$ cat config.mk
export PLATFORM = sky130hd
export DESIGN_NAME = pool_unit
export DESIGN_NICKNAME = d
export VERILOG_FILES = /design/src/rtl/pool_unit.sv
export SDC_FILE = /design/constraint.sdc
export NUM_CORES = 1
export LEC_CHECK = 0
export ABC_AREA = 1
export CAP_MARGIN = 15
export CORE_MARGIN = 3
export CORE_UTILIZATION = 50
export DETAILED_ROUTE_END_ITERATION = 8
export GPL_ROUTABILITY_DRIVEN = 0
export GPL_TIMING_DRIVEN = 0
export PLACE_DENSITY = 0.76
export SYNTH_ARGS = -nofsm -noshare
export SYNTH_HDL_FRONTEND = slang
export SYNTH_SLANG_ARGS = --single-unit
$ cat constraint.sdc
create_clock -name clk -period 3.25 [get_ports clk]
set_input_delay 0.65 -clock clk [delete_from_list [all_inputs] [get_ports clk]]
set_output_delay 0.65 -clock clk [all_outputs]
set_load 0.01 [all_outputs]
$ cat src/rtl/pool_unit.sv
// 2x2 stride-2 pooling over a raster-order IN_SIZE x IN_SIZE feature map, streamed with valid/ready.
// Define POOL_AVG_EN to allow average pooling (selected by MAX_N_AVG == 0); otherwise always max-pools.
module pool_unit #(
  parameter int ACT_BITS  = 3,
  parameter int IN_SIZE   = 28,
  parameter int MAX_N_AVG = 1
) (
  input  logic                clk,
  input  logic                rst_n,
  input  logic                start,
  input  logic                in_valid,
  output logic                in_ready,
  input  logic [ACT_BITS-1:0] in_act,
  output logic                out_valid,
  input  logic                out_ready,
  output logic [ACT_BITS-1:0] out_act,
  output logic                out_last,
  output logic                done
);

`ifdef POOL_AVG_EN
  localparam bit AVG = (MAX_N_AVG == 0);
`else
  // MAX_N_AVG is referenced only so the parameter stays visible; the result is always 0.
  localparam bit AVG = 1'b0 && (MAX_N_AVG == 0);
`endif

  localparam int CW = (IN_SIZE > 2) ? $clog2(IN_SIZE) : 1;
  localparam int BW = (IN_SIZE > 2) ? $clog2(IN_SIZE / 2) : 1;
  localparam int HW = AVG ? ACT_BITS + 1 : ACT_BITS;
  localparam int WW = ACT_BITS + 2;
  localparam logic [CW-1:0] LAST_IDX = CW'(IN_SIZE - 1);

  typedef enum logic [1:0] {IDLE, RUN, FLUSH} state_t;

  state_t              state;
  logic [CW-1:0]       col;
  logic [CW-1:0]       row;
  logic [ACT_BITS-1:0] hold;
  logic [HW-1:0]       line_buf [IN_SIZE/2];

  logic                beat;
  logic                end_pix;
  logic [BW-1:0]       bidx;
  logic [HW-1:0]       buf_rd;
  logic [HW-1:0]       h;
  logic [WW-1:0]       h_w;
  logic [WW-1:0]       win_w;
  logic [ACT_BITS-1:0] out_next;

  assign in_ready = (state == RUN) && (!out_valid || out_ready);
  assign beat     = in_valid && in_ready;
  assign end_pix  = (col == LAST_IDX) && (row == LAST_IDX);
  assign bidx     = BW'(col >> 1);

  // Both reductions are evaluated at ACT_BITS+2 bits so one datapath serves sum and max.
  always_comb begin
    buf_rd = line_buf[bidx];
    if (AVG) begin
      h_w      = WW'(hold) + WW'(in_act);
      win_w    = WW'(buf_rd) + h_w;
      out_next = win_w[WW-1:2];
    end else begin
      h_w      = (in_act > hold) ? WW'(in_act) : WW'(hold);
      win_w    = (WW'(buf_rd) > h_w) ? WW'(buf_rd) : h_w;
      out_next = win_w[ACT_BITS-1:0];
    end
    h = h_w[HW-1:0];
  end

  always_ff @(posedge clk) begin
    if (beat && col[0] && !row[0]) line_buf[bidx] <= h;
  end

  always_ff @(posedge clk or negedge rst_n) begin
    if (!rst_n) begin
      state     <= IDLE;
      col       <= '0;
      row       <= '0;
      hold      <= '0;
      out_valid <= 1'b0;
      out_act   <= '0;
      out_last  <= 1'b0;
      done      <= 1'b0;
    end else begin
      done <= 1'b0;

      if (beat && !col[0]) hold <= in_act;

      if (beat && col[0] && row[0]) begin
        out_act   <= out_next;
        out_last  <= end_pix;
        out_valid <= 1'b1;
      end else if (out_ready) begin
        out_valid <= 1'b0;
      end

      if (beat) begin
        if (col == LAST_IDX) begin
          col <= '0;
          row <= (row == LAST_IDX) ? '0 : row + 1'b1;
        end else begin
          col <= col + 1'b1;
        end
      end

      unique case (state)
        IDLE: if (start) begin
          state <= RUN;
          col   <= '0;
          row   <= '0;
        end
        RUN: if (beat && end_pix) state <= FLUSH;
        FLUSH: if (out_valid && out_ready && out_last) begin
          state <= IDLE;
          done  <= 1'b1;
        end
        default: state <= IDLE;
      endcase
    end
  end

endmodule

run_1/pdn.png
Pins as bars on the die edge. Tap cells in gray.
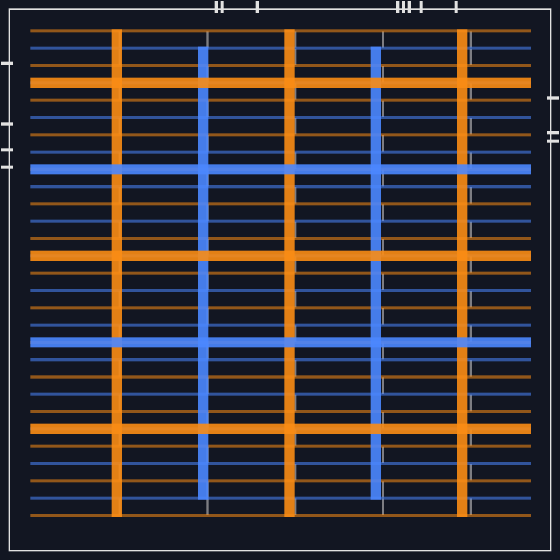
- VSS: orange
- VDD: blue
- met4 straps: 5
- rows: 28
- met5 straps: 5
Peak VDD IR: 0.554 mV
Core Region: 5990 um2
Die X: 84.9 um
Vert. Die Dim: 84.9 um

run_1/met2.png
Bar = 20 um.
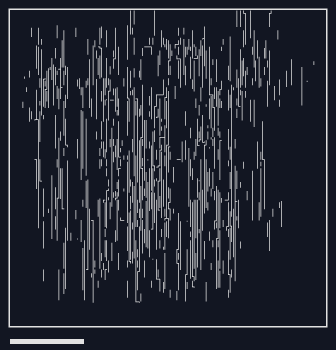
- main direction: vertical
- share of all routed wire: 47%
- wire length on this layer: 2920 um
- nets with wire on the layer: 314
- longest straight run: 35.4 um
M2 GR Usage: 29.5%
routed wire length: 6240 um
Via Count: 2341

==> impl_metrics.env, run 1 <==
# yosys + openroad results
export IMPL_outcome="finished, final reports clean"
export IMPL_cap_viol_max_count=0
export IMPL_whs_endpoint="out_act[0]"
export IMPL_cellLeakagePower_nw=1.64
export IMPL_io_buffers=14
export IMPL_cp_top_family="simple AND/OR/NAND/NOR gates"
export IMPL_ys_seq_share_pct=57.4
export IMPL_grt_setup_unrepaired="false"
export IMPL_logic_gates=240
export IMPL_top_cell="nand2_1"
export IMPL_antenna_found_initial=0
export IMPL_wl_per_cell_um=13.6
export IMPL_power_switching_mw=1.21
export IMPL_logic_area_um2=1130
export IMPL_topCellsByArea="edfxtp_1 41%, dfrtp_1 17%, nand2_1 16%"
export IMPL_r2r_start="hold[2]"
export IMPL_cp_required_ps=3480
export IMPL_route_detailed_drc=0
export IMPL_dpl_worst_slack_ps=-214
export IMPL_clockRootBuffer="clkbuf_8"
export IMPL_final_min_clock_period_ps=2950
export IMPL_path_cells="clkdlybuf4s50_1 > inv_1 > ha_1 > nand3b_1 > nand2_1 > nand2_1 > nand2_1 > nand2_1 > ha_1 > o21ai_0 > nand2_1 > inv_1 > nand3_1 > nand2_1 > nand2_1"
export IMPL_yosys_area_top_type_share_pct=40.5
export IMPL_endpoint="out_act[2]"
export IMPL_max_stage_delay_ps=480
export IMPL_seq_share_pct=50.9
export IMPL_clk_share_pct=4.49
export IMPL_grtUsageTotal_pct=19.4
export IMPL_worstHoldStart="out_act[0]"
export IMPL_pwr_share_comb_pct=41.4
export IMPL_cts_post_setup_buffers_inserted=0
export IMPL_ctsHoldBuffers=0
export IMPL_dpl_cell_area_um2=3350
export IMPL_synth_cells=354
export IMPL_hold_viol=0
export IMPL_area_delta_synth_final_pct=12.8
export IMPL_hold_depth=2
export IMPL_flop_area_um2=1790
export IMPL_grt_pass1_vias=2270
export IMPL_synth_area_leader_cell="edfxtp_1"
export IMPL_grt_overflow_total=0
export IMPL_rrSetupSlack_ps=700
export IMPL_clockBufferDepth=2
export IMPL_fin_nets=395
export IMPL_synth_nets=370
export IMPL_reg_top3="line_buf: 42 flops, col: 5 flops, row: 5 flops"
export IMPL_worst_path_stages=15
export IMPL_drt_iter0_markers=173
export IMPL_grt_pass1_wl_um=10700
export IMPL_comb_power_mw=1.21
export IMPL_critPathSlowestCell="clkdlybuf4s50_1"
export IMPL_p_int_mw=1.72
export IMPL_post_cts_resized=0
export IMPL_layout_top_cells="132 x nand2_1, 42 x edfxtp_1, 40 x inv_1, 38 x nor2_1, 21 x dfrtp_1"
export IMPL_power_density_nw_per_um2=835
export IMPL_drive_gt1_share_pct=9.64
export IMPL_vias_per_cell=5.10
export IMPL_fin_cells=459
export IMPL_ioPinCount=15
export IMPL_wl_met3_um=396
export IMPL_ys_sh_aoi_pct=4.26
export IMPL_ys_flop_type="edfxtp_1"
export IMPL_topCombFamilyByArea="simple AND/OR/NAND/NOR gates"
export IMPL_tap_cells=75
export IMPL_drv_slew=0
export IMPL_ys_warn_count=0
export IMPL_largest_register="line_buf"
export IMPL_power_leader="combinational cells"
export IMPL_clock_sinks=63
export IMPL_fp_util_pct=51.9
export IMPL_cts_htree_levels=3
export IMPL_path_class="in -> reg"
export IMPL_clock_buffers=11
export IMPL_largest_register_ffs=42
export IMPL_area_dominant_class="flip-flops and latches"
export IMPL_cts_tree="done"
export IMPL_final_common_cell="nand2_1"
export IMPL_worst_path_buf_inv=3
export IMPL_clkTransAtPathRegs_ps=60
export IMPL_use_met1_pct=26.2
export IMPL_synth_cell_types=27
export IMPL_fin_setup_tns_ps=0
export IMPL_cp_end_kind="flip-flop"
export IMPL_slew_headroom_pct=37.6
export IMPL_whs_ps=479
export IMPL_hpwl_um=4320
export IMPL_drtAntennaViolNets=0
export IMPL_cp_arrival_ps=3180
export IMPL_tool_warnings=26
export IMPL_postLayoutSetupSlackWorst_ps=299
export IMPL_common_cells="133 x nand2_1, 42 x edfxtp_1, 40 x inv_1"
export IMPL_worst_hold_path_type="reg -> reg"
export IMPL_startpoint="in_act[0]"
export IMPL_p_sw_share_pct=41.3
export IMPL_top_layer="met4"
export IMPL_fill_cells=529
export IMPL_layout_nonclk_buf_share_pct=4.81
export IMPL_synth_area_per_cell_um2=8.79
export IMPL_firstDrtPassIters=4
export IMPL_fp_dieArea_um2=7210
export IMPL_fa_ha_area_share_pct=3.22
export IMPL_async_flop_share_pct=33.3
export IMPL_simple_gate_area_share_pct=28.5
export IMPL_pg_seq_mw=1.15
export IMPL_synth_xor_area_share_pct=0.281
export IMPL_dp_cells=443
export IMPL_rr_endpoint="out_act[2]"
export IMPL_inverters=45
export IMPL_seqPwrFrac_pct=39.4
export IMPL_antennaDiodeCount=0
export IMPL_edf_count=42
export IMPL_met2_length_um=2920
export IMPL_synthesis_area_um2=3110
export IMPL_signal_buffers=20
export IMPL_tightest_slew_ps=933
export IMPL_period_used_pct=90.8
export IMPL_design_seq_count=63
export IMPL_grt_max_degree=22
export IMPL_ys_ff=63
export IMPL_numCtsBuffers=9
export IMPL_worst_setup_path_start_kind="input pin"
export IMPL_comb_share_pct=32.3
export IMPL_reg2reg_depth=14
export IMPL_fmax_ghz=0.339
export IMPL_wl_met1_um=2850
export IMPL_finalSetupViolations=0
export IMPL_synth_area_mux_share_pct=0
export IMPL_grt_busiest_layer="met2"
export IMPL_grt_met3_usage_pct=6.50
export IMPL_cp_max_fo=15
export IMPL_power_mw=2.93
export IMPL_yosys_area_um2=3110
export IMPL_yosysCellCount=354
export IMPL_crit_top_cell="nand2_1"
run_1/cell_classes.png
Bar = 20 um. Fill, decap, tap and diode cells in gray.
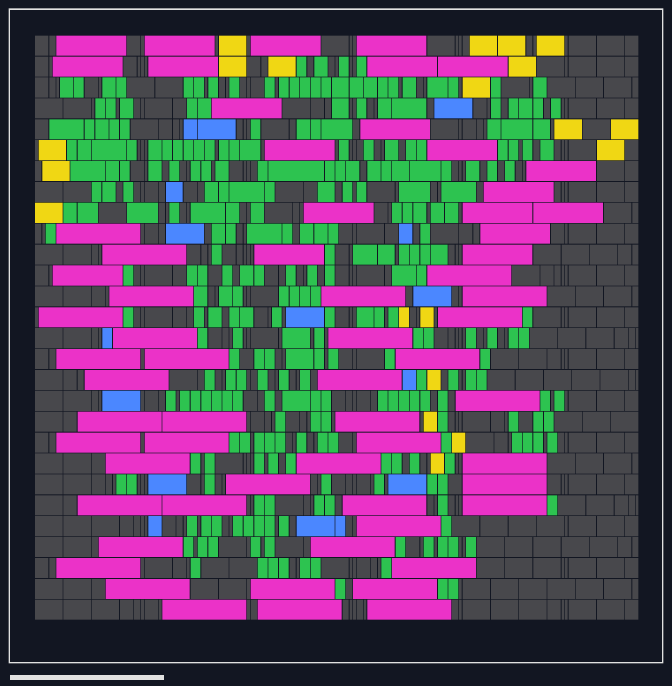
- clock drivers and dummy loads: blue (cells 16; share of their area 4.6%)
- all other logic: green (cells 285; share of their area 38%)
- flops: magenta (cells 63; share of their area 52%)
- other buffers and delay cells: yellow (cells 20; share of their area 4.9%)
Layout Utilization: 58.6%
Final Instance Area: 3510 um2
# rows: 28

run_1/clock_map.png
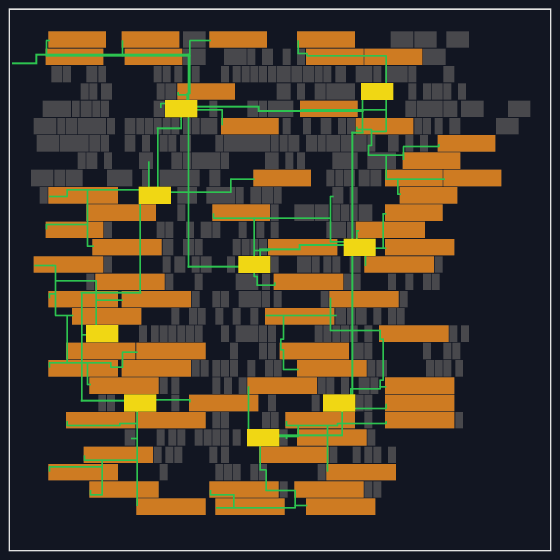
- flip-flops: orange (count 63)
- cells driving clock nets: yellow (count 9)
- clock wires: green (length 796 um)
- routed clock nets: 10
- flops lie: all over the die
clk_skew: 7.99 ps
Clock Power: 0.564 mW
clock power share: 19.3%
clk_lat worst skew: 340 ps

--- run 2 (diff from run 1) ---
- CORE_ASPECT_RATIO: unset -> 0.7
- CORE_MARGIN: 3 -> unset
run_2/final_placement.png
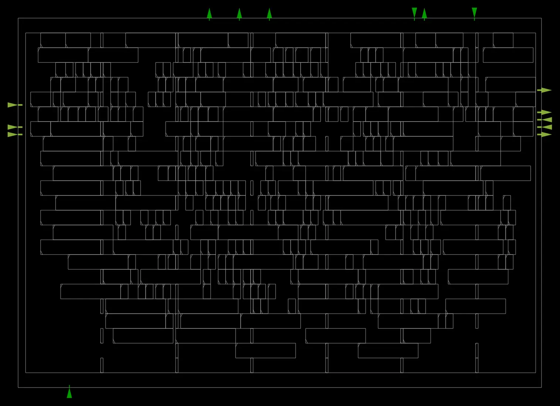
# rows: 23
filler cell count: 504

==> impl_metrics.env, run 2 <==
# yosys + openroad results
export IMPL_wl_um=6210
export IMPL_outcome="finished, final reports clean"
export IMPL_critPathSlowestCell="clkdlybuf4s50_1"
export IMPL_signal_buffers=20
export IMPL_fin_nets=395
export IMPL_path_cells="clkdlybuf4s50_1 > ha_1 > a21oi_1 > nand2_1 > nand2_1 > nand2_1 > nand2_2 > inv_1 > ha_1 > nand2_1 > o21ai_0 > nand2_1 > inv_1 > nand3_1 > nand2_1 > nand2_1"
export IMPL_io_buffers=14
export IMPL_antennaDiodeCount=0
export IMPL_die_w_um=96.3
export IMPL_reg_top3="line_buf: 42 flops, col: 5 flops, row: 5 flops"
export IMPL_finalSetupViolations=0
export IMPL_area_dominant_class="flip-flops and latches"
export IMPL_grt_busiest_layer="met1"
export IMPL_use_met1_pct=32.6
export IMPL_yosysCellCount=354
export IMPL_synth_nets=370
export IMPL_synth_area_mux_share_pct=0
export IMPL_cts_tree="done"
export IMPL_edf_count=42
export IMPL_topCellsByArea="edfxtp_1 41%, dfrtp_1 17%, nand2_1 16%"
export IMPL_hold_viol=0
export IMPL_wl_met1_um=3160
export IMPL_clockRootBuffer="clkbuf_8"
export IMPL_ioPinCount=15
export IMPL_core_um2=5870
export IMPL_startpoint="in_act[2]"
export IMPL_ir_drop_mv=0.616
export IMPL_ys_warn_count=0
export IMPL_synth_xor_area_share_pct=0.281
export IMPL_power_leader="combinational cells"
export IMPL_topCombFamilyByArea="simple AND/OR/NAND/NOR gates"
export IMPL_hold_depth=2
export IMPL_crit_top_cell="nand2_1"
export IMPL_yosys_area_um2=3110
export IMPL_grt_setup_unrepaired="false"
export IMPL_synth_area_per_cell_um2=8.79
export IMPL_p_sw_share_pct=40.1
export IMPL_fin_cells=459
export IMPL_final_core_util_pct=60.2
export IMPL_async_flop_share_pct=33.3
export IMPL_hpwl_um=4460
export IMPL_max_stage_delay_ps=440
export IMPL_clock_sinks=63
export IMPL_pg_seq_mw=1.16
export IMPL_drtAntennaViolNets=0
export IMPL_rr_endpoint="out_act[2]"
export IMPL_cp_top_family="simple AND/OR/NAND/NOR gates"
export IMPL_clk_share_pct=5.31
export IMPL_synthesis_area_um2=3110
export IMPL_worstHoldStart="out_act[2]"
export IMPL_worst_hold_path_type="reg -> reg"
export IMPL_cp_end_kind="flip-flop"
export IMPL_clk_latency_ps=350
export IMPL_rrSetupSlack_ps=710
export IMPL_grt_pass1_vias=1985
export IMPL_met2_length_um=2530
export IMPL_comb_power_mw=1.19
export IMPL_power_switching_mw=1.20
export IMPL_vias_per_cell=5.08
export IMPL_antenna_found_initial=0
export IMPL_cap_viol_max_count=0
export IMPL_comb_share_pct=32.0
export IMPL_worst_setup_path_start_kind="input pin"
export IMPL_grt_util_met2_pct=28.8
export IMPL_cp_required_ps=3490
export IMPL_grt_pass1_wl_um=9920
export IMPL_whs_endpoint="out_act[2]"
export IMPL_fp_dieH_um=68.0
export IMPL_r2r_start="hold[2]"
export IMPL_cellLeakagePower_nw=1.64
export IMPL_fp_util_pct=53.0
export IMPL_drive_gt1_share_pct=9.90
export IMPL_worst_path_buf_inv=3
export IMPL_numCtsBuffers=9
export IMPL_seqPwrFrac_pct=38.6
export IMPL_synth_cells=354
export IMPL_simple_gate_area_share_pct=28.5
export IMPL_cp_max_fo=15
export IMPL_ctsHoldBuffers=0
export IMPL_design_seq_count=63
export IMPL_firstDrtPassIters=4
export IMPL_power_mw=3.00
export IMPL_cp_arrival_ps=3150
export IMPL_synth_cell_types=27
export IMPL_clkTransAtPathRegs_ps=60
export IMPL_post_cts_resized=0
export IMPL_path_class="in -> reg"
export IMPL_clockBufferDepth=2
export IMPL_cts_htree_levels=3
export IMPL_fin_setup_tns_ps=0
export IMPL_top_layer="met4"
export IMPL_endpoint="out_act[2]"
export IMPL_fin_skew_ps=8.76
export IMPL_reg2reg_depth=16
export IMPL_whs_ps=479
export IMPL_clock_power_share_pct=21.6
export IMPL_drt_iter0_markers=179
export IMPL_clock_buffers=9
export IMPL_flop_area_um2=1790
export IMPL_wl_per_cell_um=13.5
export IMPL_pwr_share_comb_pct=39.8
export IMPL_synth_area_leader_cell="edfxtp_1"
export IMPL_final_common_cell="nand2_1"
export IMPL_via_count=2333
export IMPL_grt_met3_usage_pct=8.00
export IMPL_tap_cells=75
export IMPL_wl_met3_um=436
export IMPL_tightest_slew_ps=955
export IMPL_period_used_pct=89.6
export IMPL_seq_share_pct=50.5
export IMPL_top_cell="nand2_1"
export IMPL_postLayoutSetupSlackWorst_ps=339
export IMPL_p_int_mw=1.79
export IMPL_logic_area_um2=1130
export IMPL_cts_post_setup_buffers_inserted=0
export IMPL_ys_sh_aoi_pct=4.26
--- run 3 (diff from run 2) ---
- CORE_MARGIN: unset -> 2
- SKIP_CTS_REPAIR_TIMING: unset -> 1
run_3/final_placement.png
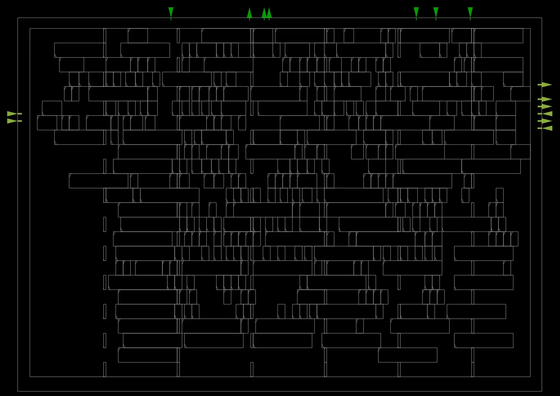
Layout Utilization: 57.4%
Post-Layout Cell Count: 462
# rows: 24
registers: 63
flop share of the area: 50.9%

==> impl_metrics.env, run 3 <==
# yosys + openroad results
export IMPL_core_um2=6130
export IMPL_worst_hold_path_type="reg -> reg"
export IMPL_drtAntennaViolNets=0
export IMPL_cp_arrival_ps=3180
export IMPL_path_class="in -> reg"
export IMPL_synth_area_per_cell_um2=8.79
export IMPL_power_mw=2.92
export IMPL_cp_top_family="simple AND/OR/NAND/NOR gates"
export IMPL_tap_cells=78
export IMPL_p_int_mw=1.74
export IMPL_hpwl_um=4500
export IMPL_simple_gate_area_share_pct=28.5
export IMPL_cap_viol_max_count=0
export IMPL_grt_pass1_vias=2158
export IMPL_outcome="finished, final reports clean"
export IMPL_max_stage_delay_ps=430
export IMPL_clockBufferDepth=2
export IMPL_ys_warn_count=0
export IMPL_whs_ps=482
export IMPL_numCtsBuffers=9
export IMPL_synth_area_mux_share_pct=0
export IMPL_synthesis_area_um2=3110
export IMPL_rrSetupSlack_ps=660
export IMPL_worstHoldStart="out_act[2]"
export IMPL_top_cell="nand2_1"
export IMPL_cts_htree_levels=3
export IMPL_drive_gt1_share_pct=8.85
export IMPL_synth_area_leader_cell="edfxtp_1"
export IMPL_grt_busiest_layer="met2"
export IMPL_comb_share_pct=32.2
export IMPL_rr_endpoint="out_act[2]"
export IMPL_path_cells="clkdlybuf4s50_1 > ha_1 > a21oi_1 > nand2_1 > nand2_1 > nand2_1 > nand2_2 > inv_1 > ha_1 > nand2_1 > o21ai_0 > nand2_1 > inv_1 > nand3_1 > nand2_1 > nand2_1"
export IMPL_grt_pass1_wl_um=10300
export IMPL_reg_top3="line_buf: 42 flops, col: 5 flops, row: 5 flops"
export IMPL_synth_cells=354
export IMPL_flop_area_um2=1790
export IMPL_comb_power_mw=1.19
export IMPL_synth_nets=370
export IMPL_startpoint="in_act[2]"
export IMPL_whs_endpoint="out_act[2]"
export IMPL_clock_power_share_pct=19.6
export IMPL_fin_nets=395
export IMPL_crit_top_cell="nand2_1"
export IMPL_logic_area_um2=1130
export IMPL_power_switching_mw=1.18
export IMPL_topCombFamilyByArea="simple AND/OR/NAND/NOR gates"
export IMPL_yosysCellCount=354
export IMPL_signal_buffers=20
export IMPL_synth_xor_area_share_pct=0.281
export IMPL_firstDrtPassIters=5
export IMPL_final_common_cell="nand2_1"
export IMPL_fp_util_pct=50.8
export IMPL_grt_util_met2_pct=29.1
export IMPL_grt_met3_usage_pct=6.61
export IMPL_tightest_slew_ps=967
export IMPL_r2r_start="hold[2]"
export IMPL_antennaDiodeCount=0
export IMPL_io_buffers=14
export IMPL_clock_sinks=63
export IMPL_ir_drop_mv=0.508
export IMPL_clk_latency_ps=340
Power figures rest on the tool's default switching activity, not on a simulated workload.
